**src/rtl/parity_frame_tx.sv**
```systemverilog
//-----------------------------------------------------------------------------
// Module   : parity_frame_tx
// Brief    : Serial transmitter for a parity-protected word. Accepts a word
//            over valid/ready and sends start, data MSB-first, parity, stop.
//            The parity bit is also presented in parallel on par_out.
//            Define PARITY_TX_ODD_EN to build with odd parity (even otherwise).
// Revision : 1.0 - initial release
//-----------------------------------------------------------------------------
`timescale 1ns/1ps
`default_nettype none

module parity_frame_tx #(
    parameter int DATA_W       = 3,
    parameter int CLKS_PER_BIT = 4
) (
    input  logic              clk,
    input  logic              rst,
    input  logic [DATA_W-1:0] data_in,
    input  logic              in_valid,
    output logic              in_ready,
    output logic              tx_out,
    output logic              par_out,
    output logic              busy,
    output logic              done
);

    localparam int BAUD_W = (CLKS_PER_BIT > 1) ? $clog2(CLKS_PER_BIT) : 1;
    localparam int BIT_W  = (DATA_W > 1) ? $clog2(DATA_W) : 1;

    localparam logic [BAUD_W-1:0] c_baud_last = BAUD_W'(CLKS_PER_BIT - 1);
    localparam logic [BIT_W-1:0]  c_bit_last  = BIT_W'(DATA_W - 1);

    typedef enum logic [2:0] {
        S_IDLE   = 3'd0,
        S_START  = 3'd1,
        S_DATA   = 3'd2,
        S_PARITY = 3'd3,
        S_STOP   = 3'd4
    } state_t;

    state_t              r_state;
    state_t              w_state_next;
    logic [BAUD_W-1:0]   r_baud;
    logic [BAUD_W-1:0]   w_baud_next;
    logic [BIT_W-1:0]    r_bit;
    logic [BIT_W-1:0]    w_bit_next;
    logic [DATA_W-1:0]   r_shift;
    logic [DATA_W-1:0]   w_shift_next;
    logic                r_par;
    logic                w_par_next;
    logic                r_tx;
    logic                w_tx_next;
    logic                r_done;
    logic                w_done_next;
    logic                w_parity;
    logic                w_accept;
    logic                w_baud_last;

`ifdef PARITY_TX_ODD_EN
    assign w_parity = ~(^data_in);
`else
    assign w_parity = ^data_in;
`endif

    // Ready only while idle, and forced low during reset.
    assign in_ready    = (r_state == S_IDLE) && !rst;
    assign w_accept    = in_valid && in_ready;
    assign w_baud_last = (r_baud == c_baud_last);

    assign tx_out  = r_tx;
    assign par_out = r_par;
    assign busy    = (r_state != S_IDLE);
    assign done    = r_done;

    // State, counter and output registers.
    always_ff @(posedge clk) begin
        if (rst) begin
            r_state <= S_IDLE;
            r_baud  <= '0;
            r_bit   <= '0;
            r_shift <= '0;
            r_par   <= 1'b0;
            r_tx    <= 1'b1;
            r_done  <= 1'b0;
        end else begin
            r_state <= w_state_next;
            r_baud  <= w_baud_next;
            r_bit   <= w_bit_next;
            r_shift <= w_shift_next;
            r_par   <= w_par_next;
            r_tx    <= w_tx_next;
            r_done  <= w_done_next;
        end
    end

    // Next-state logic; tx is derived from the next state so the line
    // changes on the same edge the state does.
    always_comb begin
        w_state_next = r_state;
        w_baud_next  = r_baud;
        w_bit_next   = r_bit;
        w_shift_next = r_shift;
        w_par_next   = r_par;
        w_done_next  = 1'b0;
        w_tx_next    = 1'b1;

        unique case (r_state)
            S_IDLE: begin
                if (w_accept) begin
                    w_state_next = S_START;
                    w_shift_next = data_in;
                    w_par_next   = w_parity;
                    w_baud_next  = '0;
                    w_bit_next   = '0;
                end
            end
            S_START: begin
                if (w_baud_last) begin
                    w_state_next = S_DATA;
                    w_baud_next  = '0;
                    w_bit_next   = '0;
                end else begin
                    w_baud_next = r_baud + 1'b1;
                end
            end
            S_DATA: begin
                if (w_baud_last) begin
                    w_baud_next = '0;
                    if (r_bit == c_bit_last) begin
                        w_state_next = S_PARITY;
                        w_bit_next   = '0;
                    end else begin
                        w_bit_next   = r_bit + 1'b1;
                        w_shift_next = r_shift << 1;
                    end
                end else begin
                    w_baud_next = r_baud + 1'b1;
                end
            end
            S_PARITY: begin
                if (w_baud_last) begin
                    w_state_next = S_STOP;
                    w_baud_next  = '0;
                end else begin
                    w_baud_next = r_baud + 1'b1;
                end
            end
            S_STOP: begin
                if (w_baud_last) begin
                    w_state_next = S_IDLE;
                    w_baud_next  = '0;
                    w_done_next  = 1'b1;
                end else begin
                    w_baud_next = r_baud + 1'b1;
                end
            end
            default: begin
                w_state_next = S_IDLE;
                w_baud_next  = '0;
                w_bit_next   = '0;
            end
        endcase

        unique case (w_state_next)
            S_START:  w_tx_next = 1'b0;
            S_DATA:   w_tx_next = w_shift_next[DATA_W-1];
            S_PARITY: w_tx_next = w_par_next;
            default:  w_tx_next = 1'b1;
        endcase
    end

endmodule

`default_nettype wire

```
**config.mk**
```make
export PLATFORM = sky130hd
export DESIGN_NAME = parity_frame_tx
export DESIGN_NICKNAME = d
export VERILOG_FILES = /design/src/rtl/parity_frame_tx.sv
export SDC_FILE = /design/constraint.sdc
export NUM_CORES = 1
export LEC_CHECK = 0
export CAP_MARGIN = 30
export CORE_ASPECT_RATIO = 0.7
export CORE_MARGIN = 2
export CORE_UTILIZATION = 40
export DETAILED_ROUTE_END_ITERATION = 6
export HOLD_SLACK_MARGIN = 0.02
export PLACE_DENSITY = 0.65
export REMOVE_ABC_BUFFERS = 1
export SYNTH_ARGS = -nofsm -noshare
export SYNTH_HDL_FRONTEND = slang
export SYNTH_SLANG_ARGS = --single-unit
```
**constraint.sdc**
```tcl
create_clock -name clk -period 1.69 [get_ports clk]
set_clock_uncertainty 0.2 [all_clocks]
set_input_delay 0.4225 -clock clk [delete_from_list [all_inputs] [get_ports clk]]
set_output_delay 0.4225 -clock clk [all_outputs]
set_load 0.03 [all_outputs]
```
### Floorplan with the power grid, run 1

Bar = 20 µm. Pins as bars on the die edge. Tap cells in grey.
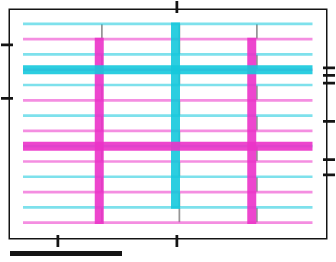
legend:
  cyan:
    net: VDD
  magenta:
    net: VSS
rows: 13
met4 straps: 3
tap cells: 22
met5 straps: 2
core outline area: 1820 µm²
Chip Width: 56.2 µm
chip height: 40.5 µm
Max VDD drop: 0.432 mV

### Placed cells, one colour a class, run 1

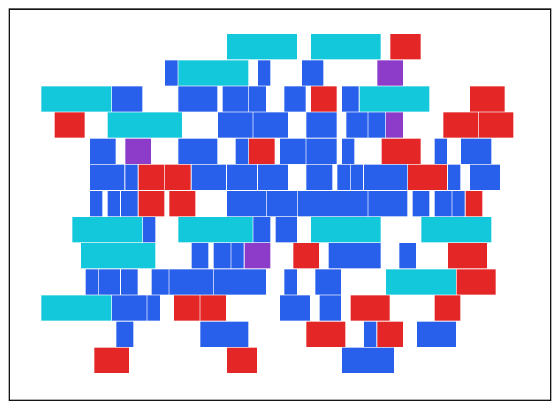
legend:
  cyan:
    class: registers
    cells: 13
    share_of_their_area: 26%
  purple:
    class: clock drivers and dummy loads
    cells: 4
    share_of_their_area: 2.7%
  blue:
    class: remaining logic cells
    cells: 68
    share_of_their_area: 49%
  red:
    class: remaining buffers and delay cells
    cells: 25
    share_of_their_area: 22%
share of cell area taken by flip-flops and latches: 25.5%
placement row count: 13
share of the core filled with cells: 56.9%
Final Cell Area: 1040 µm²

==> COMMIT_EDITMSG, run 1 <==
Add synthesis and place-and-route results

- The flow ran to the end, but the final reports show violations.
- The checks that failed: negative setup slack.
* Met2 Track Usage GR: 27.4%
- Non-clock buffer total of the final layout: 25
* Share of synthesized cell area in and-or and or-and compound cells: 19.3%
* Count of flip-flops with a built-in enable after synthesis: 0
- Per the layout area report, the register area comes to 264 µm².
- After layout, the worst setup slack is -0.285 ns.
- Following the worst setup path forward leads to its endpoint at in_ready.
- Per the cell usage report, the commonest logic cells after layout are buf_4, dfxtp_1, nor2_1, nand2_1, buf_6.
- Setup Viol. Count Final: 7
- Post-Place Setup Slack: -0.423 ns
* Leakage power: 0.393 nW
- PortBufs: 10
* Count of multi-input combinational gates: 64
* Chip area in the Yosys report: 763 µm²
* Area growth, synth to finish: 35.9%
- Basic-gate share of the synthesized area counting and, or, nand and nor cells: 27.0%
- In the routed layout, each cell is associated on average with a via count of 5.36.
- Excluding fillers, the count of instances in the completed layout stands at 132.
- Master cell of the clock root buffer: clkbuf_4
- Number of logic stages on the critical path including buffering: 4
- Across all register-to-register paths, the minimum setup slack is -0.11 ns.
* Non-clock buffer area fraction after layout: 21.4%
* Fraction of layout instances using a drive strength above 1: 33.6%
* Cell-internal power: 0.478 mW
* Synth Instances: 87
- Looking at the power breakdown, combinational cells take 21.1% of the total.
- Setup repair after global routing could not meet its margin everywhere.
- Number of buffers and inverters on the critical path: 2
- Per the timing report, the biggest fanout along the worst path comes to 2.
- Sequential power: 0.324 mW
- Among all stages on the critical path, the maximum delay recorded is 0.40 ns.
- The worst register-to-register path begins at r_state[0].
- Antenna violations before repair: 0
- The script parses the final routing iteration and logs DRC violations as 0.
- The routed design has 1820 µm of wire.
* Design Power: 0.672 mW
### Clock wires, drivers and flops, run 1

Bar = 20 µm.
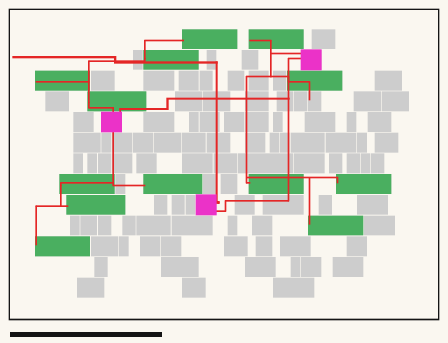
legend:
  magenta:
    item: clock-net drivers
    count: 3
  green:
    item: flip-flops
    count: 13
  red:
    item: clock wires
    length: 231 µm
routed clock nets: 4

### Signal wires by layer, run 1

Bar = 20 µm. Only two layers are drawn.
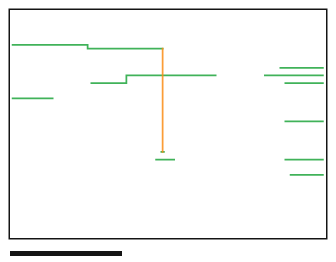

## Run 2: what changed since run 1
--- a/config.mk
+++ b/config.mk
@@ -7,11 +7,12 @@
 export LEC_CHECK = 0
 export CAP_MARGIN = 30
 export CORE_ASPECT_RATIO = 0.7
-export CORE_MARGIN = 2
+export CORE_MARGIN = 4
 export CORE_UTILIZATION = 40
 export DETAILED_ROUTE_END_ITERATION = 6
+export DONT_BUFFER_PORTS = 1
 export HOLD_SLACK_MARGIN = 0.02
-export PLACE_DENSITY = 0.65
+export PLACE_DENSITY = 0.57
 export REMOVE_ABC_BUFFERS = 1
 export SYNTH_ARGS = -nofsm -noshare
 export SYNTH_HDL_FRONTEND = slang
### Signal wires by layer, run 2

Bar = 20 µm. Only two layers are drawn.
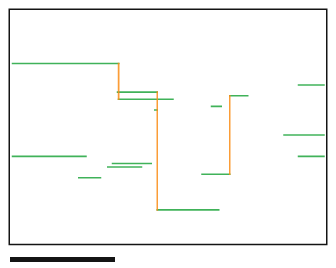
legend:
  green:
    layer: M3
    wire_length: 110 µm
  orange:
    layer: M4
    wire_length: 44.2 µm

==> run 2 against run 1 <==
The run still ends with negative setup slack left; final cell count decreased by 3.8%; design area is 1.3% higher; synthesized cell count is the same; register-to-register slack better by 0.06 ns; clock-buffer cell count grew 1; worst hold slack worse by 0.21 ns; total power decreased by 4.3%; largest cell class unchanged.
==> COMMIT_EDITMSG, run 2 <==
Add synthesis and place-and-route results

- Cell breakdown of the critical path: or3_4 -> nor2_4 -> buf_6 (was or3_4 -> buf_6 -> nor2_4 -> buf_6).
- The share of post-route cells with drive strength above 1 came to 45.3% (was 33.6%).
- The mean cell area of the mapped netlist is 8.77 µm² (unchanged).
* Tap cell count: 21 (was 22)
- FMAX: 532 MHz (was 506 MHz)
* Count of nets left with antenna violations after detail routing: 0 (unchanged)
- Reported clock group power: 0.197 mW (was 0.206 mW)
- The instance area after placement was 838 µm² (was 930 µm²).
- Leakage power: 0.385 nW (was 0.393 nW)
- The number of antenna violations at the first check in global routing came to 0 (unchanged).
* Register-to-Register Setup Slack: -0.05 ns (was -0.11 ns)
* Startpoint type of the worst setup path: flip-flop (unchanged)
- The post-layout instance count excluding filler cells was 127 (was 132).
* Share of cell area taken by flip-flops and latches: 26.1% (was 25.5%)
* Top cell area share: 34.1% (unchanged)
- The area of all placed cells without fillers was 1050 µm² (was 1040 µm²).
* Design Power: 0.643 mW (was 0.672 mW)
- Met2 Track Usage GR: 23.7% (was 27.4%)
* Clock-pin slew on the worst setup and hold paths: 0.08 ns (about the same)
- The vertical extent of the die was 44.5 µm (was 40.5 µm).
* Setup Viol. Count Final: 5 (was 7)
* Core outline area: 1700 µm² (was 1820 µm²)
* PortBufs: 0 (was 10)
- Unrepaired setup endpoints after global routing: yes (unchanged).
- Proportion of synthesized area in mux cells: 4.10% (unchanged)
* Final Worst Setup Slack: -0.189 ns (was -0.285 ns)
- The total die size came to 2680 µm² (was 2280 µm²).
- Number of logic stages on the critical path including buffering: 3 (was 4)
- Share of the core filled with cells: 61.9% (was 56.9%)
* Count of flip-flops with a built-in enable after synthesis: 0 (unchanged)
- The top cell class by occupied area is multi-input combinational cells (unchanged).
* Reg-to-reg startpoint: r_state[0] (unchanged)
- Biggest cell delay along the critical path: 0.42 ns (was 0.40 ns)
* Violations in the final reports: negative setup slack (unchanged)
* Sum of routed wire length over all layers: 1950 µm (was 1820 µm)
* Cell-internal power: 0.467 mW (was 0.478 mW)
- The logic gate share of total power is 18.7% (was 21.1%).
- The total number of nets in the final design came to 115 (was 119).
- Chip Width: 60.2 µm (was 56.2 µm)
* Clock Path Buffers: 2 (unchanged)
- The top logic cell by instance count in the layout is buf_4 (unchanged).
- Prevailing logic family in the synthesized netlist: simple AND/OR/NAND/NOR gates (unchanged)
- Top logic cells by instance count in the layout: buf_4, dfxtp_1, nor2_1, nand2_1, buf_6 (unchanged)
- The logic area is 527 µm² (was 482 µm²).
* Non-clock buffer area fraction after layout: 17.4% (was 21.4%)
- The transition time of the tightest slew-check pin is 0.516 ns (was 0.334 ns).
* Run status: finished with violations (unchanged)
- Placer Congestion: 0.741 (was 0.771)
* Sequential power: 0.326 mW (was 0.324 mW)
* Share of synthesized cell area in and-or and or-and compound cells: 19.3% (unchanged)
* Max VDD drop: 0.382 mV (was 0.432 mV)
* Placement row count: 12 (was 13)
- The worst path buffer plus inverter count came to 1 (was 2).
- The cell count after synthesis came to 87 (unchanged).
- The worst slack at placement came to -0.0768 ns (was -0.423 ns).
* Crit path kind: reg -> out (unchanged)
- The peak fanout along the critical path was 4 (was 2).
- The total placed cells including tap cells came to 114 (was 124).
- The chip area estimate from yosys synthesis was 763 µm² (unchanged).
- The post-detailed-route via-to-cell ratio was 5.50 (was 5.36).
- The post-synthesis share of cell area spent on and, or, nand and nor gates is 27.0% (unchanged).
- The post-CTS setup buffer count was 4 (was 3).
* CP endpoint: in_ready (unchanged)
- Count of multi-input combinational gates: 64 (unchanged)
* Worst hold path endpoint: r_shift[0] (was r_baud[0])
- Master cell of the clock root buffer: clkbuf_4 (unchanged)
- Non-clock buffer total of the final layout: 21 (was 25)
- The synthesis-to-layout area growth is 37.7% (was 35.9%).
- Total DRC errors in the routed layout: 0 (unchanged)
* Footprint of the flip-flops and latches: 274 µm² (was 264 µm²)
Power and IR drop assume default switching activity.
